`src/rtl/uart_regif.sv`:
```
// UART register file on the memory side of the APB bridge.
// Registered ack/rdata/resp one cycle after each single-cycle request.
module uart_regif #(
    parameter int ADDR_WIDTH = 32,
    parameter int DATA_WIDTH = 32,
    parameter int FIFO_CNT_W = 5
) (
    input  logic                    clk_i,
    input  logic                    rst_i,
    input  logic                    mreq_i,
    input  logic [ADDR_WIDTH-1:0]   maddr_i,
    input  logic                    mwe_i,
    input  logic [DATA_WIDTH-1:0]   mwdata_i,
    input  logic [DATA_WIDTH/8-1:0] mstrb_i,
    output logic                    mack_o,
    output logic [DATA_WIDTH-1:0]   mrdata_o,
    output logic                    mresp_o,
    output logic [7:0]              tx_data_o,
    output logic                    tx_push_o,
    input  logic                    tx_full_i,
    input  logic [FIFO_CNT_W-1:0]   tx_count_i,
    input  logic [7:0]              rx_data_i,
    output logic                    rx_pop_o,
    input  logic [FIFO_CNT_W-1:0]   rx_count_i,
    output logic                    tx_en_o,
    output logic                    rx_en_o,
    output logic                    tx_flush_o,
    output logic                    rx_flush_o,
    output logic                    parity_en_o,
    output logic                    parity_odd_o,
    output logic                    stop2_o,
    output logic [31:0]             clk_div_o,
    output logic                    irq_o
);

    localparam logic [2:0] OFF_CTRL  = 3'd0;
    localparam logic [2:0] OFF_CFG   = 3'd1;
    localparam logic [2:0] OFF_DIV   = 3'd2;
    localparam logic [2:0] OFF_INTEN = 3'd3;
    localparam logic [2:0] OFF_STAT  = 3'd4;
    localparam logic [2:0] OFF_TX    = 3'd5;
    localparam logic [2:0] OFF_RX    = 3'd6;

    logic [1:0]            r_ctrl;
    logic [2:0]            r_cfg;
    logic [31:0]           r_clk_div;
    logic [1:0]            r_int_en;
    logic                  r_tx_flush;
    logic                  r_rx_flush;
    logic                  r_ack;
    logic                  r_resp;
    logic [DATA_WIDTH-1:0] r_rdata;
    logic                  r_irq;

    logic                  w_oor;
    logic [2:0]            w_off;
    logic                  w_rx_has;
    logic                  w_wr;
    logic                  w_rd;
    logic                  w_err;
    logic                  w_wr_ok;
    logic                  w_push;
    logic                  w_pop;
    logic [DATA_WIDTH-1:0] w_rdata;
    logic                  w_unused_addr;

    assign w_oor         = |maddr_i[ADDR_WIDTH-1:5];
    assign w_off         = maddr_i[4:2];
    assign w_rx_has      = (rx_count_i != '0);
    assign w_wr          = mreq_i & mwe_i & ~rst_i;
    assign w_rd          = mreq_i & ~mwe_i & ~rst_i;
    assign w_unused_addr = ^maddr_i[1:0];

    // Decode error and read data; errors and writes always return zero.
    always_comb begin
        w_err   = 1'b0;
        w_rdata = '0;
        case (w_off)
            OFF_CTRL:  w_rdata[1:0] = r_ctrl;
            OFF_CFG:   w_rdata[2:0] = r_cfg;
            OFF_DIV:   w_rdata[31:0] = r_clk_div;
            OFF_INTEN: w_rdata[1:0] = r_int_en;
            OFF_STAT: begin
                w_rdata[FIFO_CNT_W-1:0]  = tx_count_i;
                w_rdata[16+:FIFO_CNT_W]  = rx_count_i;
                w_rdata[31]              = tx_full_i;
                w_err                    = mwe_i;
            end
            OFF_TX:    w_err = ~mwe_i | ~mstrb_i[0] | tx_full_i;
            OFF_RX: begin
                w_rdata[7:0] = rx_data_i;
                w_err        = mwe_i | ~w_rx_has;
            end
            default:   w_err = 1'b1;
        endcase
        if (w_oor) begin
            w_err = 1'b1;
        end
        if (w_err || mwe_i) begin
            w_rdata = '0;
        end
    end

    assign w_wr_ok = w_wr & ~w_err;
    assign w_push  = w_wr_ok & (w_off == OFF_TX);
    assign w_pop   = w_rd & ~w_err & (w_off == OFF_RX);

    always_ff @(posedge clk_i) begin
        if (rst_i) begin
            r_ctrl     <= '0;
            r_cfg      <= '0;
            r_clk_div  <= '0;
            r_int_en   <= '0;
            r_tx_flush <= 1'b0;
            r_rx_flush <= 1'b0;
            r_ack      <= 1'b0;
            r_resp     <= 1'b0;
            r_rdata    <= '0;
            r_irq      <= 1'b0;
        end else begin
            r_ack      <= mreq_i;
            r_tx_flush <= 1'b0;
            r_rx_flush <= 1'b0;
            if (mreq_i) begin
                r_rdata <= w_rdata;
                r_resp  <= w_err;
            end
            if (w_wr_ok) begin
                case (w_off)
                    OFF_CTRL: if (mstrb_i[0]) begin
                        r_ctrl     <= mwdata_i[1:0];
                        r_tx_flush <= mwdata_i[2];
                        r_rx_flush <= mwdata_i[3];
                    end
                    OFF_CFG: if (mstrb_i[0]) begin
                        r_cfg <= mwdata_i[2:0];
                    end
                    OFF_DIV: begin
                        for (int b = 0; b < 4; b++) begin
                            if (mstrb_i[b]) begin
                                r_clk_div[8*b+:8] <= mwdata_i[8*b+:8];
                            end
                        end
                    end
                    OFF_INTEN: if (mstrb_i[0]) begin
                        r_int_en <= mwdata_i[1:0];
                    end
                    default: ;
                endcase
            end
            r_irq <= (r_int_en[0] & (tx_count_i == '0)) |
                     (r_int_en[1] & w_rx_has);
        end
    end

    // Reset forces every output low, including an ack already in flight.
    assign mack_o       = r_ack & ~rst_i;
    assign mresp_o      = r_resp & ~rst_i;
    assign mrdata_o     = rst_i ? '0 : r_rdata;
    assign tx_push_o    = w_push;
    assign tx_data_o    = w_push ? mwdata_i[7:0] : 8'h00;
    assign rx_pop_o     = w_pop;
    assign tx_en_o      = r_ctrl[0] & ~rst_i;
    assign rx_en_o      = r_ctrl[1] & ~rst_i;
    assign tx_flush_o   = r_tx_flush & ~rst_i;
    assign rx_flush_o   = r_rx_flush & ~rst_i;
    assign parity_en_o  = r_cfg[0] & ~rst_i;
    assign parity_odd_o = r_cfg[1] & ~rst_i;
    assign stop2_o      = r_cfg[2] & ~rst_i;
    assign clk_div_o    = rst_i ? 32'h0 : r_clk_div;
    assign irq_o        = r_irq & ~rst_i;

endmodule

```
`config.mk`:
```
export PLATFORM = sky130hd
export DESIGN_NAME = uart_regif
export DESIGN_NICKNAME = d
export VERILOG_FILES = /design/src/rtl/uart_regif.sv
export SDC_FILE = /design/constraint.sdc
export NUM_CORES = 1
export LEC_CHECK = 0
export CAP_MARGIN = 10
export CORE_AREA = 8 8 122 124
export DETAILED_ROUTE_END_ITERATION = 7
export DIE_AREA = 0 0 130 132
export GPL_ROUTABILITY_DRIVEN = 1
export PLACE_DENSITY_LB_ADDON = 0.1
export SYNTH_ARGS = -nofsm -noshare
export SYNTH_HDL_FRONTEND = slang
export SYNTH_SLANG_ARGS = --single-unit
```
`constraint.sdc`:
```
create_clock -name clk_i -period 4.1 [get_ports clk_i]
set_input_delay 0.82 -clock clk_i [delete_from_list [all_inputs] [get_ports clk_i]]
set_output_delay 0.82 -clock clk_i [all_outputs]
set_load 0.02 [all_outputs]
```
==> GITHUB_STEP_SUMMARY, run 1 <==
### Yosys + OpenROAD results

| Metric | Value |
|---|---|
| Fraction of area in registers | 25.14% |
| Signal inverters | 11 |
| Number of global-route vias before repair | 3765 |
| Critical path depth | 6 |
| Highest clock rate | 0.2501 GHz |
| Max-cap violation count | 0 |
| Portion of synthesized cell area occupied by the leading cell type | 40.24% |
| Area of the die | 17160 um^2 |
| Non-Filler Cell Area, Final | 6052 um^2 |
| Number of flip-flops and latches | 76 |
| Count of input and output buffers | 172 |
| Hold path depth | 1 |
| Endpoint of the worst hold-timing path | r_rdata[25] |
| Met1 track demand over resource in global routing | 18.61% |
| Worst IR Drop VDD | 0.0001764 V |
| WS Path Type | in -> out |
| Most congested layer reported by global routing | met2 |
| Synth async-reset ratio | 0% |
| Fraction of the cycle the final worst path needs | 97.53% |
| Reg-to-Reg End | r_rdata[0] |
| Sort of element at the start of the critical path | primary input |
| WL per Instance | 17.34 um |
| Launch point of the worst hold path | r_clk_div[25] |
| Transition time at the pin with the least slew margin | 0.7669 ns |
| Number of standard cells reported by yosys | 387 |
| Clk_buf instances | 10 |
| Result of the run | finished, final reports clean |
| Unique masters post-synth | 39 |
| DR DRC count | 0 |
| Final worst-path setup slack | 0.1012 ns |
| Count of non-CTS buffers in the layout | 195 |
| Clock buffers and inverters, area share | 4.445% |
| Layout cell share with drive strength beyond 1 | 14.63% |
| Cell at the root of the clock tree | clkbuf_16 |
| HP Class | reg -> reg |
| Clock-pin slew on the worst setup and hold paths | 0.06 ns |
| Clock Sink Count | 76 |
| Number of levels the H-tree was split into | 3 |
| Leakage power of the design | 0.002372 uW |
| Via count | 3502 |
| Final-report setup violation count | 0 |
| Most instantiated logic cell after routing | clkdlybuf4s50_1 |
| Multi-input gate count | 276 |
| Count of inserted tapcells | 176 |
| Critical path required time | 3.28 ns |
| Number of warnings in the stage logs | 28 |
| Top routing layer in use | met4 |
| Most numerous cell types in the synthesized netlist | nor2b_1 (100), dfxtp_1 (76), mux2_2 (38), clkbuf_1 (21), a22o_1 (18) |
| Category of the worst setup path capture point | output pin |
==> run 1: what timing repair did <==
action                                  4_1_cts  5_1_grt
endpoints found under the setup margin        9        0
buffers inserted                              0        0
resized                                       9        0
hold endpoints to repair                      0        0
==> run 1: metrics by stage <==
| step | std cells | TNS, ns |
|---|---|---|
| 2_1_floorplan | 387 | 0 |
| 3_3_place_gp | 734 | -0.3504 |
| 3_5_place_dp | 734 | -0.4034 |
| 4_1_cts | 750 | 0 |
| 5_1_grt | 750 | 0 |
| 6_report | 750 | 0 |
==> run 1: kinds of logic (layout without fill, tap and decap cells) <==
| family | Yosys count | in the layout | share of synthesized area, % |
|---|---|---|---|
| AND/OR/NAND/NOR | 174 | 174 | 29.75 |
| flip-flops | 76 | 76 | 40.24 |
| AND-OR/OR-AND | 53 | 53 | 11.75 |
| multiplexers | 49 | 49 | 14.56 |
| buffers and inverters | 35 | 222 | 3.706 |
==> run 1: worst register-to-register path: cells and delay by family, from the launching register on <==
family / cells / cell delay [ns]
and+or+nand+nor: 1 / 0.09
AOI/OAI and AO/OA: 2 / 0.33
DFF: 1 / 0.32
muxes: 1 / 0.47
==> run 1: sequential cells by signal, summed over array words and instances, names as in the netlist <==
| name | flops |
|---|---|
| r_int_en | 2 |
| r_ack | 1 |
| r_ctrl | 2 |
| r_resp | 1 |
| r_rdata | 32 |
| r_rx_flush | 1 |
| r_cfg | 3 |
| r_tx_flush | 1 |
| r_clk_div | 32 |
| r_irq | 1 |
==> run 1: power breakdown <==
part           total, uW  internal [uW]  switching, uW
Sequential           740            740          0.337
Combinational        177            106           71.6
Clock                722            419            303
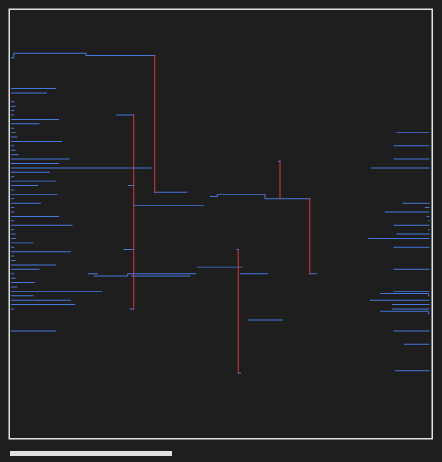
Run 1: routed metal, one color a layer
Bar = 50 um. Two of the layers only.
color	layer	wire length
blue	metal 3	847 um
red	metal 4	175 um

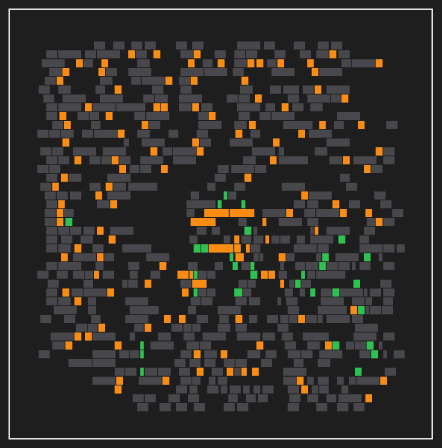
Run 1: logic cells by family
color	family	cells	most used
orange	NOR gates	124	nor2b_1
green	NAND gates	31	nand2b_1

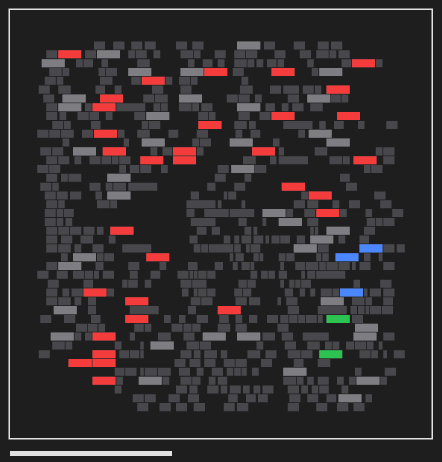
Run 1: sequential cells grouped by signal name
Bar = 50 um. Other sequential cells in the stronger gray, the rest of the logic in the fainter gray.
color	signal	flops
blue	r_cfg	3
red	r_rdata	32
green	r_ctrl	2

Run 1, track usage over the die:
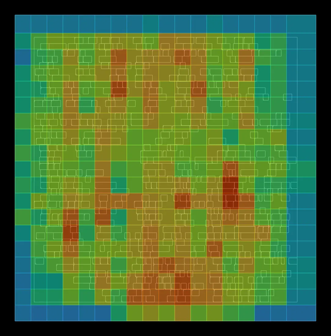

## Run 2: what changed since run 1
==> constraint.sdc (replaced) <==
create_clock -name clk_i -period 3.48 [get_ports clk_i]
set_input_delay 0.696 -clock clk_i [delete_from_list [all_inputs] [get_ports clk_i]]
set_output_delay 0.696 -clock clk_i [all_outputs]
set_load 0.02 [all_outputs]
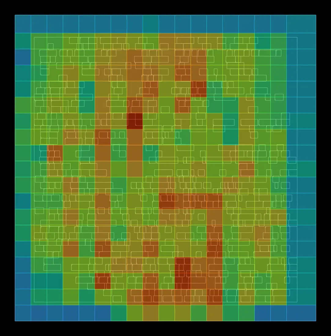
Run 2: track usage over the die
most congested layer reported by global routing: met2
met3 track demand over resource: 4.612%
met1 track demand over resource in global routing: 18.73%

==> GITHUB_STEP_SUMMARY, run 2 <==
### Yosys + OpenROAD results

| Metric | Value |
|---|---|
| WL per Instance | 17.24 um (-0.54%) |
| Unique masters post-synth | 39 (unchanged) |
| Max-cap violation count | 0 (unchanged) |
| HP Class | reg -> reg |
| Clock-pin slew on the worst setup and hold paths | 0.06 ns (about the same) |
| Clock Sink Count | 76 (unchanged) |
| Non-Filler Cell Area, Final | 6299 um^2 (+4.1%) |
| Transition time at the pin with the least slew margin | 0.7739 ns (+0.006978 ns) |
| Yosys reg bits | 76 |
| Portion of synthesized cell area occupied by the leading cell type | 40.24% (unchanged) |
| Result of the run | finished, final reports clean |
| Category of the worst setup path capture point | output pin |
| Cell at the root of the clock tree | clkbuf_16 |
| Sort of element at the start of the critical path | primary input |
| Mux frac, synth | 14.56% (unchanged) |
| Syn Nets | 478 |
| Final worst-path setup slack | 0.1078 ns (+0.006600 ns) |
| Critical Path Sink | tx_data_o[7] |
| Dominant combinational cell family by area after synthesis | simple AND/OR/NAND/NOR gates |
| Compound-cell area share of the yosys netlist | 11.75% (unchanged) |
| Final-report setup violation count | 0 (unchanged) |
| DR DRC count | 0 (unchanged) |
| WS Path Type | in -> out |
| Instance count after placement with tap cells included | 751 (+2.3%) |
| Cell taking the most area after synthesis | dfxtp_1 |
| All-layer global routing usage | 15.88% |
| Post-synthesis xor/xnor area fraction | 0% (unchanged) |
| Layout cell share with drive strength beyond 1 | 20.74% (+6.1 points) |
| Critical path required time | 2.78 ns (-0.50 ns) |
| Most numerous cell types in the synthesized netlist | nor2b_1 (100), dfxtp_1 (76), mux2_2 (38), clkbuf_1 (21), a22o_1 (18) |
| Leakage power of the design | 0.002518 uW (+6.1%) |
| Largest regs | r_clk_div (32), r_rdata (32), r_cfg (3) |
| Synth async-reset ratio | 0% (unchanged) |
| Number of warnings in the stage logs | 28 (unchanged) |
| Number of levels the H-tree was split into | 3 (unchanged) |
| Reg-to-Reg End | r_rdata[0] |
| Via count | 3556 (+1.5%) |
| Fraction of the cycle the final worst path needs | 96.90% |
| Most instantiated logic cell after routing | clkdlybuf4s50_1 |
| Highest clock rate | 0.2965 GHz |
| Count of input and output buffers | 172 (unchanged) |
| Post-Synth Simple-Gate Area | 29.75% (unchanged) |
| Total negative slack for setup checks | 0 ns (unchanged) |
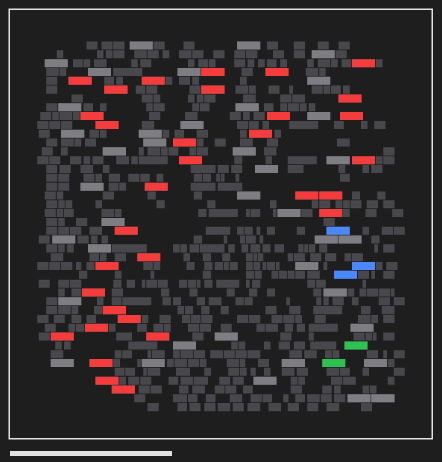
Run 2: sequential cells grouped by signal name
Bar = 50 um. Other sequential cells in the stronger gray, the rest of the logic in the fainter gray.
color	signal	flops
blue	r_cfg	3
red	r_rdata	32
green	r_ctrl	2
not colored	39

run 2: cell counts after synthesis:
No cell type changed its count.
run 2: report_power, final:
part	switching (uW)	internal, uW
Combinational	87.2	131
Clock	359	592
Sequential	0.417	872
run 2: cell families (layout without fill, tap and decap cells):
group	count (synthesis)	in the layout
compound gates	53	53
mux	49	49
simple gates	174	174
flops	76	76
buf+inv	35	241
run 2: layout make-up:
class / instances / area, um^2 / share of cell area (%)
multi-input cells: 276 / 2158 / 34.27
inverters: 11 / 41.29 / 0.6555
flip-flops and latches: 76 / 1521 / 24.16
clock inverters: 4 / 47.55 / 0.7549
clock buffers: 12 / 256.5 / 4.072
repair buffers: 214 / 2053 / 32.60
well taps: 176 / 220.2 / 3.496
run 2: how the worst min path moves through the flow:
stage                   from     endpoint  slack [ns]  cells after the start
5_1_grt        r_clk_div[26]  r_rdata[26]        0.48                      1
4_1_cts        r_clk_div[28]  r_rdata[28]        0.46                      1
3_3_place_gp   r_clk_div[24]  r_rdata[24]        0.44                      1
3_5_place_dp   r_clk_div[28]  r_rdata[28]        0.44                      1
2_1_floorplan  r_clk_div[10]  r_rdata[10]        0.43                      1
6_report       r_clk_div[26]  r_rdata[26]        0.46                      1
run 2: worst max-delay path, delay by kind of cell:
family / cells / cell delay (ns)
buffers and inverters: 4 / 0.96
AND/OR/NAND/NOR: 4 / 1.02
run 2: what timing repair did:
item	4_1_cts	5_1_grt
endpoints found under the setup margin	10	10
setup buffers	1	0
hold buffers	0	0
cloned	1	0
gates resized	73	5
pin swaps	7	5
run 2: metal layers:
layer / share of wire, % / up-vias
li1: - / 1775
met3: 6.9 / 10
met5: 0 / -
met1: 43 / 1668
met2: 49 / 103
met4: 1.3 / 0
Run 2, routed metal, one color a layer:
Bar = 50 um. Two of the layers only.
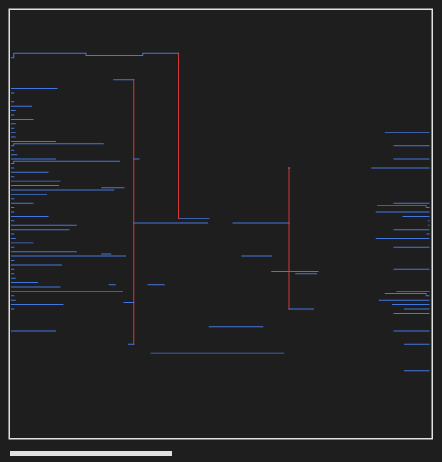

## Run 3: what changed since run 2
--- a/config.mk
+++ b/config.mk
@@ -5,10 +5,11 @@
 export SDC_FILE = /design/constraint.sdc
 export NUM_CORES = 1
 export LEC_CHECK = 0
+export ABC_AREA = 1
 export CAP_MARGIN = 10
-export CORE_AREA = 8 8 122 124
+export CORE_AREA = 8 8 125 127
 export DETAILED_ROUTE_END_ITERATION = 7
-export DIE_AREA = 0 0 130 132
+export DIE_AREA = 0 0 133 135
 export GPL_ROUTABILITY_DRIVEN = 1
 export PLACE_DENSITY_LB_ADDON = 0.1
 export SYNTH_ARGS = -nofsm -noshare
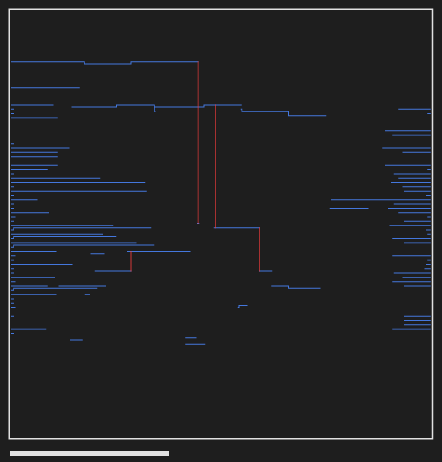
Run 3: routed metal, one color a layer
Bar = 50 um. Two of the layers only.
color	layer	wire length
blue	metal 3	1190 um
red	metal 4	110 um

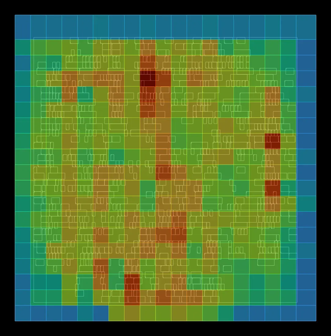
Run 3: track usage over the die
GR met2 Demand/Resource: 26.35%
met1 track demand over resource in global routing: 17.03%

==> GITHUB_STEP_SUMMARY, run 3 <==
### Yosys + OpenROAD results

| Metric | Value |
|---|---|
| Number of violations reported at the end of detailed-routing iteration 0 | 205 |
| Compound-cell area share of the yosys netlist | 3.508% (-8.2 points) |
| Sort of element at the start of the critical path | primary input |
| Clock-pin slew on the worst setup and hold paths | 0.06 ns (about the same) |
| Largest regs | r_clk_div (32), r_rdata (32), r_cfg (3) |
| Reported combinational group power | 209 uW (-5%) |
| WS Path Type | in -> out |
| HP Class | reg -> reg |
| Combinational share of power | 10.6% (about the same) |
| Critical path required time | 2.78 ns (about the same) |
| Fraction of the cycle the final worst path needs | 96.20% (-0.70 points) |
| Post-CTS Setup Repair Bufs | 0 (-1) |
| P_clk | 894 uW (-6.0%) |
| Result of the run | finished, final reports clean |
| Net switching fraction of the power | 23.73% (+1.9 points) |
| Instance count after placement with tap cells included | 994 (+32%) |
| Part of the total power dissipated in the clock network | 45.3% (-1.3 points) |
| Post-synthesis xor/xnor area fraction | 0% (unchanged) |
| Non-Filler Cell Area, Final | 6236 um^2 (-0.99%) |
| Number of standard cells reported by yosys | 651 |
| Highest clock rate | 0.2987 GHz (+0.72%) |
| Final slew viol count | 0 |
| Cell taking the most area after synthesis | dfxtp_1 |
| Yosys reg bits | 76 (unchanged) |
| Cell at the root of the clock tree | clkbuf_16 |
| Portion of synthesized cell area occupied by the leading cell type | 37.75% (-2.5 points) |
| Transition time at the pin with the least slew margin | 0.6731 ns (-0.1008 ns) |
| WL per Instance | 13.58 um (-21%) |
| Seq power | 872 uW (about the same) |
| Most numerous cell types in the synthesized netlist | nor2_1 (177), nand2_1 (176), inv_1 (102), dfxtp_1 (76), nand3_1 (43) |
| Dominant register cell | dfxtp_1 |
| Clock Sink Count | 76 (unchanged) |
| DR DRC count | 0 (unchanged) |
| All-layer global routing usage | 15.45% (-0.43 points) |
| Number of warnings in the stage logs | 28 (unchanged) |
| Top pwr grp | the clock network |
| Max-cap violation count | 0 (unchanged) |
| Syn Nets | 742 (+55%) |
| Internal power summed over all cells | 1506 uW (-5.6%) |
| Dominant combinational cell family by area after synthesis | simple AND/OR/NAND/NOR gates |
| Number of levels the H-tree was split into | 3 (unchanged) |
| Mux frac, synth | 0% (-15 points) |
| Overall die height | 135 um |
| Final-report setup violation count | 0 (unchanged) |
| Unique masters post-synth | 32 (-18%) |
| Post-Synth Simple-Gate Area | 44.80% (+15 points) |
| Category of the worst setup path capture point | output pin |
| Number of hold-repair buffers added at the cts stage | 0 (unchanged) |
| Synth async-reset ratio | 0% (unchanged) |
| Total of cells resized after clock tree synthesis | 8 (-89%) |
| Count of input and output buffers | 172 (unchanged) |
| Most instantiated logic cell after routing | nor2_1 |
| Power share of the sequential group | 44.2% (+1.5 points) |
| Sw power | 468.6 uW (+5.0%) |
| Via count | 4338 (+22%) |
run 3: cell types whose count changed in the layout (fill, tap and decap cells not counted), moves of 12 or more:
cell	change
buf_4	-23
nand2b_1	-12
nor2b_1	-100
a22o_1	-18
o2bb2ai_1	-12
mux2_2	-38
nand2_1	+165
inv_1	+91
nor2_1	+172
nand3_1	+40
run 3: final timing paths:
path                                    start          end  slack (ns)  depth (start not counted)
worst max register to register    r_int_en[1]   r_rdata[1]        2.45                          4
worst min register to register  r_clk_div[26]  r_rdata[26]        0.46                          2
worst min-delay path            r_clk_div[26]  r_rdata[26]        0.46                          2
worst max-delay path               maddr_i[3]     rx_pop_o        0.13                         10
run 3: metrics by stage:
stage                     setup WS [ns]   TNS, ns
after floorplan                  0.8770         0
after global placement        -0.008510  -0.02264
after detailed placement       -0.02040  -0.03754
after CTS                       0.01859         0
after global routing            0.01904         0
final                            0.1321         0
run 3: cell type report:
cell class	instances	area, um^2	area share, %
multi-input cells	441	1947	31.22
repair buffers	190	1847	29.61
flip-flops and latches	76	1521	24.40
inverters	107	406.6	6.521
clock buffers	11	252.7	4.053
well taps	180	225.2	3.612
clock inverters	5	36.28	0.5819
run 3: metal layers:
| metal | track usage, % | part of all wire (%) | vias up | wire (um) |
|---|---|---|---|---|
| met5 | 0 | 0 | - | 0 |
| met4 | 3.975 | 0.79 | 0 | 109 |
| met3 | 7.095 | 8.7 | 8 | 1192 |
| met2 | 26.35 | 48 | 112 | 6587 |
| met1 | 17.03 | 42 | 1938 | 5827 |
| li1 | - | - | 2280 | - |
run 3: worst max-delay path, stage by stage:
cell             delay, ns
clkdlybuf4s50_1       0.57
nor2_1                0.10
nand2_1               0.08
nand3_2               0.10
nor2_4                0.11
nand2_2               0.09
inv_6                 0.07
nand2_4               0.04
nor3_1                0.13
clkdlybuf4s50_1       0.66

==> notes/layouts.md <==
Pictures saved along the way, in no particular order.

Cell classes on the final placement.
Bar = 50 um.
picture 1
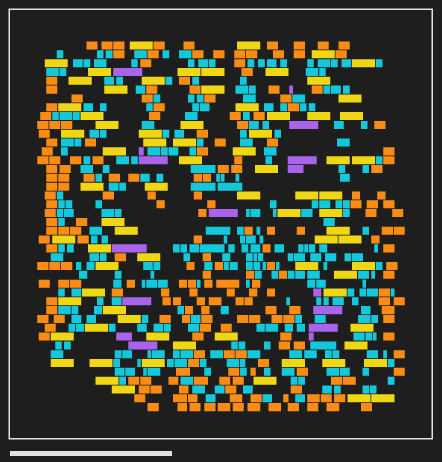
picture 2
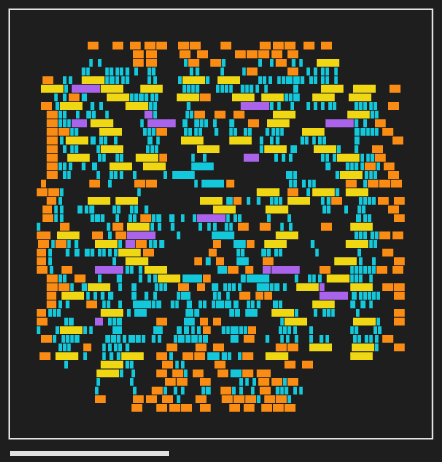
- picture 2 = run 3
- picture 1 = run 2
- most cells: picture 2

Key to picture 1:
color	class	cells
yellow	flops	76
purple	clock drivers and dummy loads	16
cyan	combinational and other logic	287
orange	other buffers and delay cells	214

Power is estimated from default activity; no workload was simulated.
